**config.mk**
```make
export PLATFORM = sky130hd
export DESIGN_NAME = ref_window_loader
export DESIGN_NICKNAME = d
export VERILOG_FILES = /design/src/rtl/ref_window_loader_pkg.sv /design/src/rtl/ref_window_loader_bank.sv /design/src/rtl/ref_window_loader.sv
export SDC_FILE = /design/constraint.sdc
export NUM_CORES = 2
export LEC_CHECK = 0
export CAP_MARGIN = 20
export CORE_AREA = 2 2 750 752
export DETAILED_ROUTE_END_ITERATION = 8
export DIE_AREA = 0 0 752 754
export GPL_ROUTABILITY_DRIVEN = 0
export PLACE_DENSITY = 0.39
export SLEW_MARGIN = 10
export SYNTH_ARGS = -nofsm -noshare
export SYNTH_HDL_FRONTEND = slang
export SYNTH_HIERARCHICAL = 1
export SYNTH_SLANG_ARGS = --single-unit
```
**constraint.sdc**
```tcl
create_clock -name clock -period 19.25 [get_ports clock]
set_input_delay 3.85 -clock clock [delete_from_list [all_inputs] [get_ports clock]]
set_output_delay 3.85 -clock clock [all_outputs]
set_load 0.1 [all_outputs]
```
**src/rtl/ref_window_loader_pkg.sv**
```systemverilog
// ref_window_loader_pkg: window geometry constants and bank-state encoding
package ref_window_loader_pkg;
    localparam int NUM_PIXEL = 8;
    localparam int TAPS = 8;
    localparam int PIX_W = 8;
    localparam int WIN = NUM_PIXEL + TAPS - 1;
    localparam int ROW_W = WIN * PIX_W;
    localparam int WIN_W = WIN * ROW_W;
    localparam int CNT_W = $clog2(WIN);
    typedef enum logic [1:0] {EMPTY = 2'd0, FILLING = 2'd1, FULL = 2'd2} bank_state_t;
endpackage

```
**src/rtl/ref_window_loader_bank.sv**
```systemverilog
// window_bank: row-addressable WIN x ROW_W window storage plus its fractional position
module window_bank
    import ref_window_loader_pkg::*;
(
    input  logic             clock,
    input  logic             wr_en,
    input  logic [CNT_W-1:0] wr_row,
    input  logic [ROW_W-1:0] wr_data,
    input  logic [3:0]       frac_in,
    output logic [WIN_W-1:0] data,
    output logic [3:0]       frac
);
    logic [WIN-1:0][ROW_W-1:0] rows;
    always_ff @(posedge clock) begin
        if (wr_en) rows[wr_row] <= wr_data;
        if (wr_en && wr_row == '0) frac <= frac_in;
    end
    assign data = rows;
endmodule

```
**src/rtl/ref_window_loader.sv**
```systemverilog
// ref_window_loader: ping-pong assembly of streamed reference rows into interpolator windows
module ref_window_loader
    import ref_window_loader_pkg::*;
(
    input  logic             clock,
    input  logic             reset_L,
    input  logic             in_valid,
    output logic             in_ready,
    input  logic [ROW_W-1:0] in_row,
    input  logic             in_last,
    input  logic [3:0]       in_frac,
    output logic             win_valid,
    input  logic             win_ack,
    output logic [WIN_W-1:0] win_data,
    output logic [3:0]       win_frac,
    output logic             err_framing
);
    bank_state_t state [2];
    bank_state_t state_nxt [2];
    logic wr_bank, rd_bank, wr_bank_nxt, rd_bank_nxt, err_nxt;
    logic [CNT_W-1:0] row_cnt, row_cnt_nxt;
    logic xfer, last_row, bad, done, ack;
    logic [WIN_W-1:0] bank_data [2];
    logic [3:0] bank_frac [2];
    assign in_ready = state[wr_bank] != FULL;
    assign win_valid = state[rd_bank] == FULL;
    assign xfer = in_valid && in_ready;
    assign last_row = row_cnt == CNT_W'(WIN - 1);
    assign bad = xfer && (in_last != last_row);
    assign done = xfer && in_last && last_row;
    assign ack = win_ack && win_valid;
    // outputs read as zero until a window is actually presented
    assign win_data = win_valid ? bank_data[rd_bank] : '0;
    assign win_frac = win_valid ? bank_frac[rd_bank] : '0;
    for (genvar b = 0; b < 2; b++) begin : g_bank
        window_bank u_bank (
            .clock  (clock),
            .wr_en  (xfer && wr_bank == (b == 1)),
            .wr_row (row_cnt),
            .wr_data(in_row),
            .frac_in(in_frac),
            .data   (bank_data[b]),
            .frac   (bank_frac[b])
        );
    end
    always_ff @(posedge clock or negedge reset_L) begin
        if (!reset_L) begin
            state[0] <= EMPTY;
            state[1] <= EMPTY;
            wr_bank <= 1'b0;
            rd_bank <= 1'b0;
            row_cnt <= '0;
            err_framing <= 1'b0;
        end else begin
            state <= state_nxt;
            wr_bank <= wr_bank_nxt;
            rd_bank <= rd_bank_nxt;
            row_cnt <= row_cnt_nxt;
            err_framing <= err_nxt;
        end
    end
    // a framing error drops the partial block but keeps the write pointer
    always_comb begin
        for (int b = 0; b < 2; b++) begin
            state_nxt[b] = state[b];
            if (xfer && wr_bank == (b == 1)) state_nxt[b] = bad ? EMPTY : done ? FULL : FILLING;
            if (ack && rd_bank == (b == 1)) state_nxt[b] = EMPTY;
        end
        row_cnt_nxt = xfer ? ((bad || done) ? '0 : row_cnt + 1'b1) : row_cnt;
        wr_bank_nxt = wr_bank ^ done;
        rd_bank_nxt = rd_bank ^ ack;
        err_nxt = err_framing | bad;
    end
endmodule

```
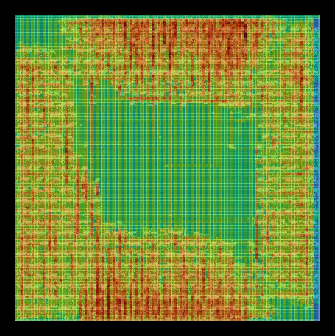
**Above:** congestion heat map.
M3 GR Usage: 5.000%
routed len/inst: 31.31 µm

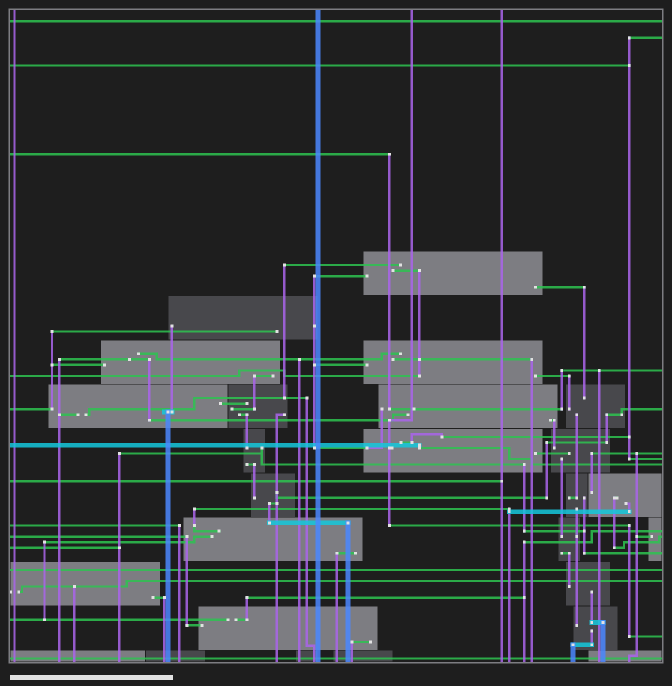
**Above:** zoomed window.
The bar under the picture is 10 µm long. Region (356, 206) to (396, 246) µm. Cells in grey, sequential cells in the stronger grey; small squares are vias.
[purple] metal 2
[cyan] metal 3
[green] metal 1
[blue] metal 4
sequential cells in the window: 9
cells with their middle in the window: 19
most frequent: edfxtp_1 (9)
netlist names of flops here include: g_bank.u_bank/data (9)

==> out/qor.yml <==
status: "finished clean"
fin_crit_ns: 11.57
synth.area.top_cells: "edfxtp_1 79%, mux2i_1 13%, nor2_1 5.0%, buf_6 0.97%, buf_2 0.87%"
clk-insertion-delay-late_ns: 1.02
antenna_found_initial: 70
power_density_nw_per_um2: 96.96
simple_gate_area_share_pct: 5.223
finalSetupTns_ns: 0
worstSetupPathDepth: 10
largest_class: "sequential cells"
most_common_cell: "edfxtp_1"
fin_crit_sh_pct: 60.13
openroad.warnings: 56
yosysSeqAreaShare_pct: 79.41
cts-resized-gates: 0
power_leader: "sequential cells"
r2r_start: "row_cnt[0]"
clock_sinks: 3619
grt_pass1_wl_um: 731500
rows: 275
drt_iter0_markers: 6792
yosys_warnings: 6
synthArstFlopShare_pct: 0.3040
drv_slew: 0
synthesis.nets: 7870
synth-edff-count: 3608
signal_buffers: 2277
critPathKind: "reg -> out"
crit_path_cell_trace: "buf_12, buf_12, buf_12, buf_4, buf_16, buf_4, buf_16, mux2i_1, nor2_1, clkdlybuf4s50_1"
clk_pin_slew_ns: 0.06
port_buffers: 1935
final_cell_mix: "3608 x edfxtp_1, 1807 x nor2_1, 1806 x mux2i_1, 1669 x clkdlybuf4s50_1, 416 x buf_4"
fp_util_pct: 24.46
place_ws_ns: 8.374
synth.mux.area_fraction_pct: 13.22
comb_area_um2: 25620
ys_area_um2: 136800
r2r_end: "g_bank[1].u_bank/data[405]"
grtUsageMet2_pct: 30.91
first_pass_iters: 5
hp-start: "err_framing"
inv_count: 8
num-multi-input-gates: 3703
comb-cell-share_pct: 14.28
nClkBuffers: 505
worst_clock_skew_ns: 0.08972
clockBufferDepth: 4
end_kind: "output pin"
hold_violations: 0
worst_pin_slew_ns: 1.265
pg_comb_uw: 937
layout-drive-gt1-share_pct: 11.44
grtUsageTotal_pct: 18.86
netSwitchingFraction_pct: 22.95
drtAntennaViolNets: 0
ys.flop_type: "edfxtp_1"
fin_area_um2: 179400
top_cells_by_count: "3608 x edfxtp_1, 1825 x nor2_1, 1806 x mux2i_1, 238 x buf_2, 118 x buf_6"
ys_cells: 7737
adder_share_pct: 0.03659
flop-count: 3619
setup_violations: 0
layout_setup_ws_ns: 7.675
utilization_pct: 32.08
synth.distinct_cells: 39
grt_max_degree: 179
synthToLayoutAreaGrowth_pct: 31.14
hold_path_depth: 1
drv_cap: 0
fill_cells: 54757
pwr-share-seq_pct: 50.9
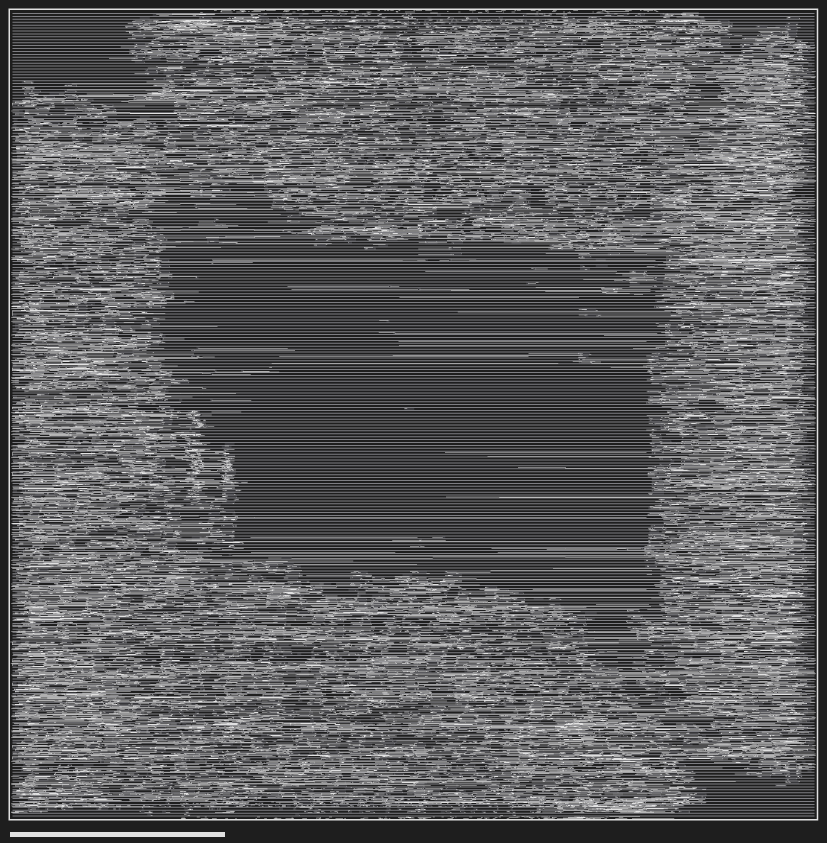
**Above:** the metal 1 layer.
The bar under the picture is 200 µm long. Supply wires on this layer in grey. Cells faint in the background.
share of all routed wire: 42%
nets with wire on the layer: 9345
Total Wirelength: 559000 µm
via count: 78321
global routing usage on met1: 24.17%

Power and IR drop assume default switching activity.
